$ cat src/rtl/monopix_ro_ctrl.sv
// monopix_ro_ctrl: token-driven serial readout controller with Gray decode and an output word FIFO.
// Optional macro TOT_CALC_EN prepends tot = te - le (mod 2^TS_W) to every output word.
module monopix_ro_ctrl #(
    parameter int COL_W      = 6,
    parameter int TS_W       = 6,
    parameter int ROW_W      = 9,
    parameter int WAIT_CYC   = 2,
    parameter int READ_CYC   = 2,
    parameter int FIFO_DEPTH = 4,
    localparam int DATA_W    = COL_W + 2*TS_W + ROW_W,
`ifdef TOT_CALC_EN
    localparam int OUT_W     = DATA_W + TS_W
`else
    localparam int OUT_W     = DATA_W
`endif
) (
    input  logic             clk_bx,
    input  logic             rst_n,
    input  logic             enable,
    input  logic             token,
    output logic             read,
    output logic             freeze,
    input  logic             data_in,
    output logic [OUT_W-1:0] out_data,
    output logic             out_valid,
    input  logic             out_ready,
    output logic [15:0]      drop_cnt,
    output logic             busy
);

    localparam int AW    = $clog2(FIFO_DEPTH);
    localparam int CNT_W = 16;

    typedef enum logic [2:0] {
        ST_IDLE  = 3'd0,
        ST_WAIT  = 3'd1,
        ST_READ  = 3'd2,
        ST_SHIFT = 3'd3,
        ST_STORE = 3'd4
    } state_t;

    state_t              state_r;
    state_t              state_s;
    logic [CNT_W-1:0]    cnt_r;
    logic                cnt_last_s;
    logic                run_en_r;
    logic                token_r;
    logic                enable_r;
    logic                start_s;
    logic [DATA_W-1:0]   shift_r;
    logic [TS_W-1:0]     te_bin_s;
    logic [TS_W-1:0]     le_bin_s;
    logic [OUT_W-1:0]    word_s;
    logic [OUT_W-1:0]    mem_r [FIFO_DEPTH];
    logic [AW:0]         wr_ptr_r;
    logic [AW:0]         rd_ptr_r;
    logic                empty_s;
    logic                full_s;
    logic                push_s;
    logic                pop_s;
    logic                accept_s;
    logic [15:0]         drop_cnt_r;

    function automatic logic [TS_W-1:0] gray2bin(input logic [TS_W-1:0] g);
        logic [TS_W-1:0] b;
        b[TS_W-1] = g[TS_W-1];
        for (int i = TS_W - 2; i >= 0; i--) begin
            b[i] = b[i+1] ^ g[i];
        end
        return b;
    endfunction

    // Input capture; run_en_r holds off token sampling for one edge after reset release
    always_ff @(posedge clk_bx or negedge rst_n) begin
        if (!rst_n) begin
            run_en_r <= 1'b0;
            token_r  <= 1'b0;
            enable_r <= 1'b0;
        end else begin
            run_en_r <= 1'b1;
            token_r  <= token & run_en_r;
            enable_r <= enable & run_en_r;
        end
    end

    assign start_s = token_r & enable_r;

    // State register
    always_ff @(posedge clk_bx or negedge rst_n) begin
        if (!rst_n) begin
            state_r <= ST_IDLE;
        end else begin
            state_r <= state_s;
        end
    end

    // Last-cycle detect for the timed states
    always_comb begin
        cnt_last_s = 1'b0;
        case (state_r)
            ST_WAIT:  cnt_last_s = (cnt_r == CNT_W'(WAIT_CYC - 1));
            ST_READ:  cnt_last_s = (cnt_r == CNT_W'(READ_CYC - 1));
            ST_SHIFT: cnt_last_s = (cnt_r == CNT_W'(DATA_W - 1));
            default:  cnt_last_s = 1'b0;
        endcase
    end

    // Next-state logic
    always_comb begin
        state_s = state_r;
        case (state_r)
            ST_IDLE:  if (start_s)    state_s = ST_WAIT;  else state_s = ST_IDLE;
            ST_WAIT:  if (cnt_last_s) state_s = ST_READ;  else state_s = ST_WAIT;
            ST_READ:  if (cnt_last_s) state_s = ST_SHIFT; else state_s = ST_READ;
            ST_SHIFT: if (cnt_last_s) state_s = ST_STORE; else state_s = ST_SHIFT;
            ST_STORE: if (start_s)    state_s = ST_WAIT;  else state_s = ST_IDLE;
            default:  state_s = ST_IDLE;
        endcase
    end

    // Matrix control outputs, decoded purely from the state register
    always_comb begin
        read   = 1'b0;
        freeze = 1'b0;
        busy   = 1'b0;
        case (state_r)
            ST_IDLE:  begin read = 1'b0; freeze = 1'b0; busy = 1'b0; end
            ST_WAIT:  begin read = 1'b0; freeze = 1'b1; busy = 1'b1; end
            ST_READ:  begin read = 1'b1; freeze = 1'b1; busy = 1'b1; end
            ST_SHIFT: begin read = 1'b0; freeze = 1'b1; busy = 1'b1; end
            ST_STORE: begin read = 1'b0; freeze = 1'b0; busy = 1'b1; end
            default:  begin read = 1'b0; freeze = 1'b0; busy = 1'b0; end
        endcase
    end

    // Per-state cycle counter
    always_ff @(posedge clk_bx or negedge rst_n) begin
        if (!rst_n) begin
            cnt_r <= {CNT_W{1'b0}};
        end else if (cnt_last_s || state_r == ST_IDLE || state_r == ST_STORE) begin
            cnt_r <= {CNT_W{1'b0}};
        end else begin
            cnt_r <= cnt_r + CNT_W'(1);
        end
    end

    // Serial capture, MSB arrives first
    always_ff @(posedge clk_bx or negedge rst_n) begin
        if (!rst_n) begin
            shift_r <= {DATA_W{1'b0}};
        end else if (state_r == ST_SHIFT) begin
            shift_r <= {shift_r[DATA_W-2:0], data_in};
        end else begin
            shift_r <= shift_r;
        end
    end

    assign te_bin_s = gray2bin(shift_r[2*TS_W+ROW_W-1 -: TS_W]);
    assign le_bin_s = gray2bin(shift_r[TS_W+ROW_W-1 -: TS_W]);

`ifdef TOT_CALC_EN
    assign word_s = {te_bin_s - le_bin_s, shift_r[DATA_W-1 -: COL_W], te_bin_s, le_bin_s,
                     shift_r[ROW_W-1:0]};
`else
    assign word_s = {shift_r[DATA_W-1 -: COL_W], te_bin_s, le_bin_s, shift_r[ROW_W-1:0]};
`endif

    assign empty_s  = (wr_ptr_r == rd_ptr_r);
    assign full_s   = (wr_ptr_r[AW] != rd_ptr_r[AW]) && (wr_ptr_r[AW-1:0] == rd_ptr_r[AW-1:0]);
    assign pop_s    = !empty_s && out_ready;
    assign push_s   = (state_r == ST_STORE);
    // A full FIFO still takes the word when the head leaves in the same cycle
    assign accept_s = push_s && (!full_s || pop_s);

    // FIFO storage and pointers
    always_ff @(posedge clk_bx or negedge rst_n) begin
        if (!rst_n) begin
            wr_ptr_r <= {(AW+1){1'b0}};
            rd_ptr_r <= {(AW+1){1'b0}};
            for (int i = 0; i < FIFO_DEPTH; i++) begin
                mem_r[i] <= {OUT_W{1'b0}};
            end
        end else begin
            if (accept_s) begin
                mem_r[wr_ptr_r[AW-1:0]] <= word_s;
                wr_ptr_r <= wr_ptr_r + (AW+1)'(1);
            end else begin
                wr_ptr_r <= wr_ptr_r;
            end
            if (pop_s) begin
                rd_ptr_r <= rd_ptr_r + (AW+1)'(1);
            end else begin
                rd_ptr_r <= rd_ptr_r;
            end
        end
    end

    // Saturating count of discarded words
    always_ff @(posedge clk_bx or negedge rst_n) begin
        if (!rst_n) begin
            drop_cnt_r <= 16'h0000;
        end else if (push_s && !accept_s && drop_cnt_r != 16'hFFFF) begin
            drop_cnt_r <= drop_cnt_r + 16'h0001;
        end else begin
            drop_cnt_r <= drop_cnt_r;
        end
    end

    assign drop_cnt = drop_cnt_r;

    // Show-ahead output; zero when nothing is buffered
    always_comb begin
        if (empty_s) begin
            out_valid = 1'b0;
            out_data  = {OUT_W{1'b0}};
        end else begin
            out_valid = 1'b1;
            out_data  = mem_r[rd_ptr_r[AW-1:0]];
        end
    end

endmodule
$ cat config.mk
export PLATFORM = sky130hd
export DESIGN_NAME = monopix_ro_ctrl
export DESIGN_NICKNAME = d
export VERILOG_FILES = /design/src/rtl/monopix_ro_ctrl.sv
export SDC_FILE = /design/constraint.sdc
export NUM_CORES = 1
export LEC_CHECK = 0
export ABC_CLOCK_PERIOD_IN_PS = 2100
export CAP_MARGIN = 30
export CORE_ASPECT_RATIO = 1.25
export CORE_UTILIZATION = 53
export DETAILED_ROUTE_END_ITERATION = 12
export PLACE_DENSITY = 0.8
export SLEW_MARGIN = 15
export SYNTH_ARGS = -nofsm -noshare
export SYNTH_HDL_FRONTEND = slang
export SYNTH_SLANG_ARGS = --single-unit
$ cat constraint.sdc
create_clock -name clk_bx -period 2.1 [get_ports clk_bx]
set_input_delay 0.42 -clock clk_bx [delete_from_list [all_inputs] [get_ports clk_bx]]
set_output_delay 0.42 -clock clk_bx [all_outputs]
set_load 0.1 [all_outputs]
**I/O nets highlighted**

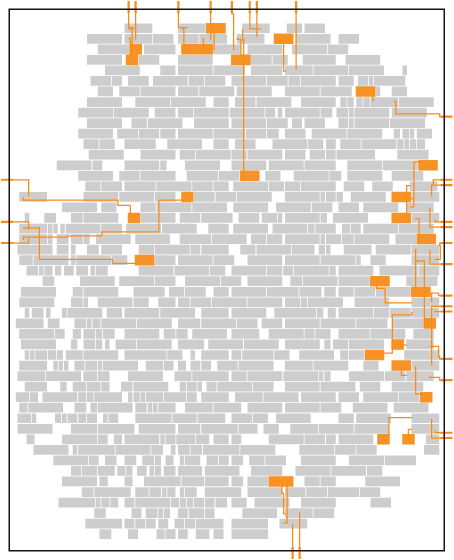
Key: out_data = orange [direction output, end cells 27, buffers 27, wire 558 um]

**Clock nets**

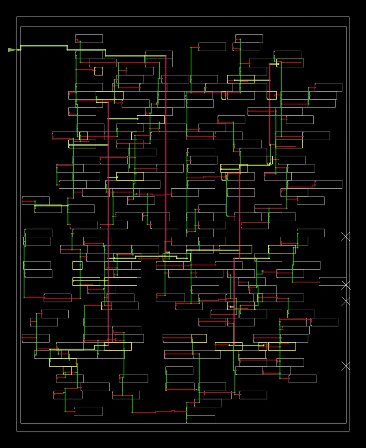
Layout clock buffers: 20
Worst Skew: 0.00797 ns
Seq Cell Count: 179

==> tab_implementation.tex <==
% Auto-generated results table
\begin{tabular}{lr}
\hline
Metric & Value \\
\hline
\multicolumn{2}{l}{\textbf{Critical path}} \\
Max FO, Critical Path & 8 \\
Critical Path Source & wr\_ptr\_r[0] \\
\multicolumn{2}{l}{\textbf{Power and ir drop}} \\
Internal power & 7370 uW \\
Biggest consumer & sequential cells \\
Power consumed by combinational cells & 3990 uW \\
Clock Power Share & 0.280 \\
Total Power Consumption & 11200 uW \\
Worst VDD drop & 1.39 mV \\
Power in sequential cells & 4040 uW \\
\multicolumn{2}{l}{\textbf{Synth}} \\
Post-synth EDFFs & 0 \\
Yosys top cell area share & 0.560 \\
Synthesized net count & 588 \\
Share of flip-flops with an asynchronous set or reset after synthesis & 1.00 \\
YS chip area & 0.00800 mm\^{}2 \\
\multicolumn{2}{l}{\textbf{GRT}} \\
Via count of the first global-routing pass & 5296 \\
Global-route congestion overflow total & 0 \\
\multicolumn{2}{l}{\textbf{Placement}} \\
Total placed instance area & 0.00949 mm\^{}2 \\
Post-placement worst setup slack & -0.422 ns \\
Count of placed standard cells including taps & 816 \\
\multicolumn{2}{l}{\textbf{Timing}} \\
Time the final worst path needs with I/O delays and setup & 2.50 ns \\
Final setup violating endpoints & 107 \\
Final count of hold timing violations & 0 \\
Max-slew violation count & 0 \\
Max Fclk & 0.401 GHz \\
Crit share post-route & 1.19 \\
Worst setup slack after layout & -0.396 ns \\
\multicolumn{2}{l}{\textbf{Routing}} \\
DRC & 4 \\
Iteration-0 DRC count of the detailed router & 269 \\
Count of TritonRoute iterations in the first routing pass & 10 \\
\multicolumn{2}{l}{\textbf{Cells and area}} \\
Fraction of final layout cells sized beyond drive strength 1 & 0.514 \\
Final core utilization & 0.747 \\
Layout Cell Area excl Fill & 0.0109 mm\^{}2 \\
\multicolumn{2}{l}{\textbf{Clock tree}} \\
Resized Gates After CTS & 13 \\
\multicolumn{2}{l}{\textbf{Floorplanning}} \\
Effective utilization at floorplan & 0.548 \\
Core ar. & 0.0146 mm\^{}2 \\
\multicolumn{2}{l}{\textbf{Status}} \\
Result of the run & finished with violations \\
Failing checks & DRC, setup timing \\
\hline
\end{tabular}
-- registers in the layout, indices dropped and copies added (netlist names) --
name	count
cnt_r	16
drop_cnt	16
enable_r	1
mem_r	108
rd_ptr_r	3
run_en_r	1
shift_r	27
state_r	3
token_r	1
wr_ptr_r	3
-- cell type report --
class / instances / area (um^2) / share of cell area
clock buffers: 20 / 447 / 0.0410
clock inverters: 12 / 131 / 0.0121
inverters: 5 / 18.8 / 0.00172
multi-input cells: 361 / 3920 / 0.360
flip-flops and latches: 179 / 4500 / 0.413
well taps: 178 / 223 / 0.0204
repair buffers: 114 / 1660 / 0.152
-- cells by family (layout without fill, tap and decap cells) --
group / after synthesis / in the layout / share of synthesized area
compound gates: 19 / 19 / 0.0125
xor+xnor: 48 / 48 / 0.0563
fa+ha+maj: 7 / 7 / 0.0109
buf+inv: 35 / 151 / 0.0188
flops: 179 / 179 / 0.560
mux: 150 / 150 / 0.249
other cells: 1 / 1 / 0.000469
simple gates: 136 / 136 / 0.0921
-- worst reg2reg max path, delay by kind of cell, from the launching register on --
kind                      cells  cell delay (ns)
DFF                           1             0.42
xor gates and xnor gates      2             0.41
and+or+nand+nor               3             1.24
buffers and inverters         1             0.14
-- routing by layer --
| metal | global-route usage | part of all wire |
|---|---|---|
| met1 | 0.275 | 0.40 |
| met2 | 0.404 | 0.54 |
| met5 | 0 | 0 |
| met3 | 0.0409 | 0.027 |
| met4 | 0.102 | 0.032 |
-- worst max-delay path by stage --
stage                              end  depth (start not counted)
final                     out_data[26]                          8
after floorplan           out_data[18]                          4
after global routing      out_data[22]                          8
after global placement    drop_cnt[12]                          5
after CTS                 out_data[26]                          8
after detailed placement  drop_cnt[12]                          5
Power and IR drop assume default switching activity.
